Figure 1. Routed metal, one colour a layer.
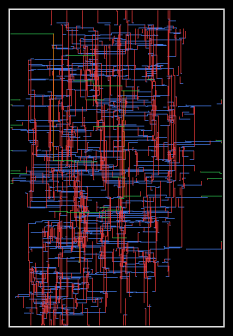
Figure 2. Routing congestion map.
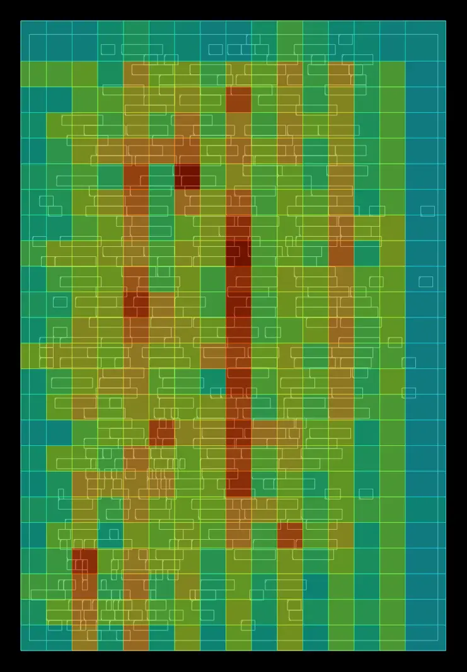
Figure 3. Signal wires on met2.
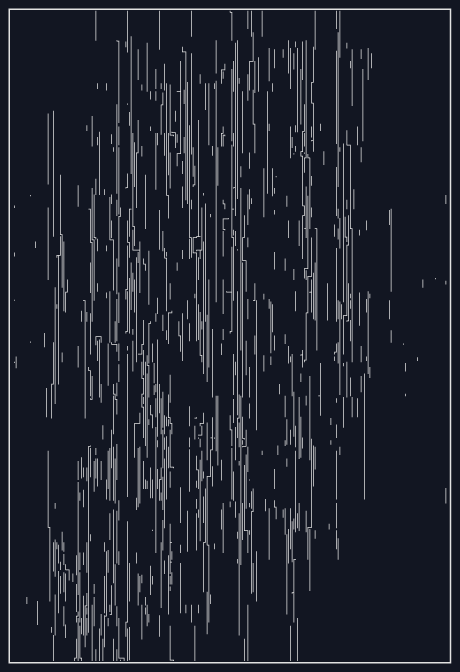
**src/rtl/fifo_level_if.sv**
```systemverilog
// Handshake bundle between a producer/consumer pair and fifo_level.
// The master drives the requests; the slave (the FIFO) returns data and level flags.
interface fifo_level_if #(
    parameter int DEPTH = 8,
    parameter int WIDTH = 16
);
    localparam int CW = $clog2(DEPTH + 1);

    logic             clr;
    logic             wr_en;
    logic [WIDTH-1:0] din;
    logic             rd_en;
    logic [WIDTH-1:0] dout;
    logic             empty;
    logic             full;
    logic             almost_empty;
    logic             almost_full;
    logic [CW-1:0]    count;
    logic             overflow;
    logic             underflow;

    modport master (
        output clr, wr_en, din, rd_en,
        input  dout, empty, full, almost_empty, almost_full, count, overflow, underflow
    );

    modport slave (
        input  clr, wr_en, din, rd_en,
        output dout, empty, full, almost_empty, almost_full, count, overflow, underflow
    );
endinterface

```
**src/rtl/fifo_level.sv**
```systemverilog
// Single-clock show-ahead FIFO using all DEPTH entries (any DEPTH >= 2), with
// occupancy count, almost flags, sticky error flags and synchronous flush.
module fifo_level #(
    parameter int DEPTH    = 8,
    parameter int WIDTH    = 16,
    parameter int AF_LEVEL = DEPTH - 2,
    parameter int AE_LEVEL = 2
) (
    input  logic        clk,
    input  logic        rst_n,
    fifo_level_if.slave bus
);
    localparam int CW = $clog2(DEPTH + 1);
    localparam int PW = $clog2(DEPTH);

    logic [PW-1:0]    wptr_q, wptr_d;
    logic [PW-1:0]    rptr_q, rptr_d;
    logic [CW-1:0]    count_q, count_d;
    logic             overflow_q, overflow_d;
    logic             underflow_q, underflow_d;
    logic [WIDTH-1:0] mem_q [DEPTH];

    logic empty_w, full_w, rd_acc, wr_acc;

    // Non-power-of-two depths need an explicit wrap rather than binary rollover.
    function automatic logic [PW-1:0] ptr_inc(input logic [PW-1:0] p);
        return (p == PW'(DEPTH - 1)) ? '0 : p + PW'(1);
    endfunction

    assign empty_w = (count_q == '0);
    assign full_w  = (count_q == CW'(DEPTH));
    assign rd_acc  = bus.rd_en & ~empty_w;
    assign wr_acc  = bus.wr_en & (~full_w | rd_acc);

    always_comb begin
        wptr_d      = wptr_q;
        rptr_d      = rptr_q;
        count_d     = count_q;
        overflow_d  = overflow_q;
        underflow_d = underflow_q;
        if (bus.clr) begin
            wptr_d      = '0;
            rptr_d      = '0;
            count_d     = '0;
            overflow_d  = 1'b0;
            underflow_d = 1'b0;
        end else begin
            if (wr_acc) wptr_d = ptr_inc(wptr_q);
            if (rd_acc) rptr_d = ptr_inc(rptr_q);
            case ({wr_acc, rd_acc})
                2'b10:   count_d = count_q + CW'(1);
                2'b01:   count_d = count_q - CW'(1);
                default: count_d = count_q;
            endcase
            if (bus.wr_en && !wr_acc) overflow_d  = 1'b1;
            if (bus.rd_en && !rd_acc) underflow_d = 1'b1;
        end
    end

    always_ff @(posedge clk or negedge rst_n) begin
        if (!rst_n) begin
            wptr_q      <= '0;
            rptr_q      <= '0;
            count_q     <= '0;
            overflow_q  <= 1'b0;
            underflow_q <= 1'b0;
        end else begin
            wptr_q      <= wptr_d;
            rptr_q      <= rptr_d;
            count_q     <= count_d;
            overflow_q  <= overflow_d;
            underflow_q <= underflow_d;
        end
    end

    // Storage is deliberately outside the reset domain; flush leaves it untouched.
    always_ff @(posedge clk) begin
        if (wr_acc && !bus.clr) mem_q[wptr_q] <= bus.din;
    end

    assign bus.dout         = mem_q[rptr_q];
    assign bus.empty        = empty_w;
    assign bus.full         = full_w;
    assign bus.almost_empty = (count_q <= CW'(AE_LEVEL));
    assign bus.almost_full  = (count_q >= CW'(AF_LEVEL));
    assign bus.count        = count_q;
    assign bus.overflow     = overflow_q;
    assign bus.underflow    = underflow_q;
endmodule

```
**src/flat_wrapper.sv**
```systemverilog
// flat-port wrapper written by rule: the top's interface ports become plain ports
module fifo_level_flat 
#(
    parameter int DEPTH    = 8,
    parameter int WIDTH    = 16,
    parameter int AF_LEVEL = DEPTH - 2,
    parameter int AE_LEVEL = 2
)
  (clk, rst_n, bus_clr, bus_wr_en, bus_din, bus_rd_en, bus_dout, bus_empty, bus_full, bus_almost_empty, bus_almost_full, bus_count, bus_overflow, bus_underflow);
  fifo_level_if #(.DEPTH(DEPTH), .WIDTH(WIDTH)) bus_i ();
  input  logic clk;
  input  logic rst_n;
  input wire logic [$bits(bus_i.clr)-1:0] bus_clr;
  input wire logic [$bits(bus_i.wr_en)-1:0] bus_wr_en;
  input wire logic [$bits(bus_i.din)-1:0] bus_din;
  input wire logic [$bits(bus_i.rd_en)-1:0] bus_rd_en;
  output wire logic [$bits(bus_i.dout)-1:0] bus_dout;
  output wire logic [$bits(bus_i.empty)-1:0] bus_empty;
  output wire logic [$bits(bus_i.full)-1:0] bus_full;
  output wire logic [$bits(bus_i.almost_empty)-1:0] bus_almost_empty;
  output wire logic [$bits(bus_i.almost_full)-1:0] bus_almost_full;
  output wire logic [$bits(bus_i.count)-1:0] bus_count;
  output wire logic [$bits(bus_i.overflow)-1:0] bus_overflow;
  output wire logic [$bits(bus_i.underflow)-1:0] bus_underflow;
  assign bus_i.clr = bus_clr;
  assign bus_i.wr_en = bus_wr_en;
  assign bus_i.din = bus_din;
  assign bus_i.rd_en = bus_rd_en;
  assign bus_dout = bus_i.dout;
  assign bus_empty = bus_i.empty;
  assign bus_full = bus_i.full;
  assign bus_almost_empty = bus_i.almost_empty;
  assign bus_almost_full = bus_i.almost_full;
  assign bus_count = bus_i.count;
  assign bus_overflow = bus_i.overflow;
  assign bus_underflow = bus_i.underflow;
  fifo_level #(.DEPTH(DEPTH), .WIDTH(WIDTH), .AF_LEVEL(AF_LEVEL), .AE_LEVEL(AE_LEVEL)) u_core (.clk(clk), .rst_n(rst_n), .bus(bus_i));
endmodule
```
**config.mk**
```make
export PLATFORM = sky130hd
export DESIGN_NAME = fifo_level_flat
export DESIGN_NICKNAME = d
export VERILOG_FILES = /design/src/rtl/fifo_level_if.sv /design/src/rtl/fifo_level.sv /design/src/flat_wrapper.sv
export SDC_FILE = /design/constraint.sdc
export NUM_CORES = 1
export LEC_CHECK = 0
export CAP_MARGIN = 20
export CORE_ASPECT_RATIO = 1.5
export CORE_MARGIN = 2
export CORE_UTILIZATION = 31
export CTS_CLUSTER_SIZE = 8
export DETAILED_ROUTE_END_ITERATION = 7
export PLACE_DENSITY = 0.49
export SYNTH_ARGS = -nofsm -noshare
export SYNTH_HDL_FRONTEND = slang
export SYNTH_SLANG_ARGS = --single-unit
export TNS_END_PERCENT = 50
```
**constraint.sdc**
```tcl
create_clock -name clk -period 8.2 [get_ports clk]
set_input_delay 0.82 -clock clk [delete_from_list [all_inputs] [get_ports clk]]
set_output_delay 0.82 -clock clk [all_outputs]
set_load 0.005 [all_outputs]
```
==> impl_metrics.csv <==
group,metric,value,unit
clock_tree,cts.clk_slew.worst_paths,0.06,ns
place,dp_hpwl,6500,um
sta,slew_viol_final,0,
die,chipWidth,114,um
power_and_ir_drop,p_total,0.00198,W
power_and_ir_drop,p_clk_share,36.4,%
outcome,status,"finished, final reports clean",
layout,n_antenna_cell,0,
power_and_ir_drop,pg_clk,0.000720,W
sta,finalCritPeriodShare,43.9,%
synth,synth-edff-count,128,
route,drt-total-wl,11000,um
power_and_ir_drop,p_comb,0.000420,W
setup_path,crit_start,"u_core.rptr_q[0]",
power_and_ir_drop,power.density,282,mW/mm^2
synth,simple_gate_share,3.78,%
route,met2WireLength,5720,um
route,wl_met3,261,um
sta,rsz0062_at_grt,"no",
layout,largest_register_ffs,128,
setup_path,crit_path_end,"bus_dout[8]",
power_and_ir_drop,swShare,25.3,%
power_and_ir_drop,power_frac_seq,42.4,%
route,post-route-drc-count,0,
place,dp_slack,4.97,ns
clock_tree,clkLatencyLatePin,0.41,ns
clock_tree,clock_sinks,140,
die,die_area,0.0194,mm^2
synth,yosysSeqAreaShare,73.1,%
sta,max_freq,278,MHz
synth,synthTopCellsByArea,"edfxtp_1, mux4_2, dfrtp_1",
synth,synth-main-ff-cell,"edfxtp_1",
sta,slew_headroom,32.8,%
power_and_ir_drop,comb_power_share,21.2,%
clock_tree,cts_root_buf,"clkbuf_16",
global_routing,grt_pass1_wl,17500,um
global_routing,grt_pass1_vias,2989,
die,pin_count,47,
sta,skew,0.00561,ns
clock_tree,htreeDepth,4,
synth,top_area_cell,"edfxtp_1",
route,route.vias.total,2814,
power_and_ir_drop,vdd_drop_max,125,uV
power_and_ir_drop,maxPowerGroup,"sequential cells",
place,gp_congestion,0.702,
layout,lay_top_count,"edfxtp_1",
global_routing,met1_usage,15.4,%
die,placementRows,60,
setup_path,critPathMaxFanout,29,
-- Figure 1 (at the start) --
| colour | layer | wire length |
|---|---|---|
| green | met3 | 261 um |
| orange | met4 | 151 um |
| blue | met1 | 4900 um |
| red | met2 | 5720 um |

-- Figure 2 (at the start) --
GRT Resource Usage Total: 12.4%
met2 Use GR: 20.9%
busiest grt layer: met2
WL per Instance: 19.4 um
fin util: 39.1%

-- Figure 3 (at the start) --
longest straight run: 57.5 um
share of all routed wire: 52%
wire length on this layer: 5720 um
main direction: vertical

[critical path: stages, from the launching register on]
cell and delay, ns:
dfrtp_2 0.48, buf_4 0.53, mux4_2 0.58, mux2_2 0.30
clkdlybuf4s50_1 0.45
[area by class of cell]
cell class | instances | area, um^2
clock buffers | 17 | 425
clock inverters | 15 | 141
fillers | 1610 | 10900
well taps | 217 | 272
multi-input cells | 120 | 1480
inverters | 3 | 11.3
repair buffers | 56 | 536
flip-flops and latches | 140 | 4150
[per-stage QoR]
step,cells,utilization (%),area (um^2)
6_report,568,39.1,7010
5_1_grt,568,39.1,7010
4_1_cts,568,39.1,7010
3_5_place_dp,536,35.9,6440
3_3_place_gp,536,35.9,6440
2_1_floorplan,277,-,5670
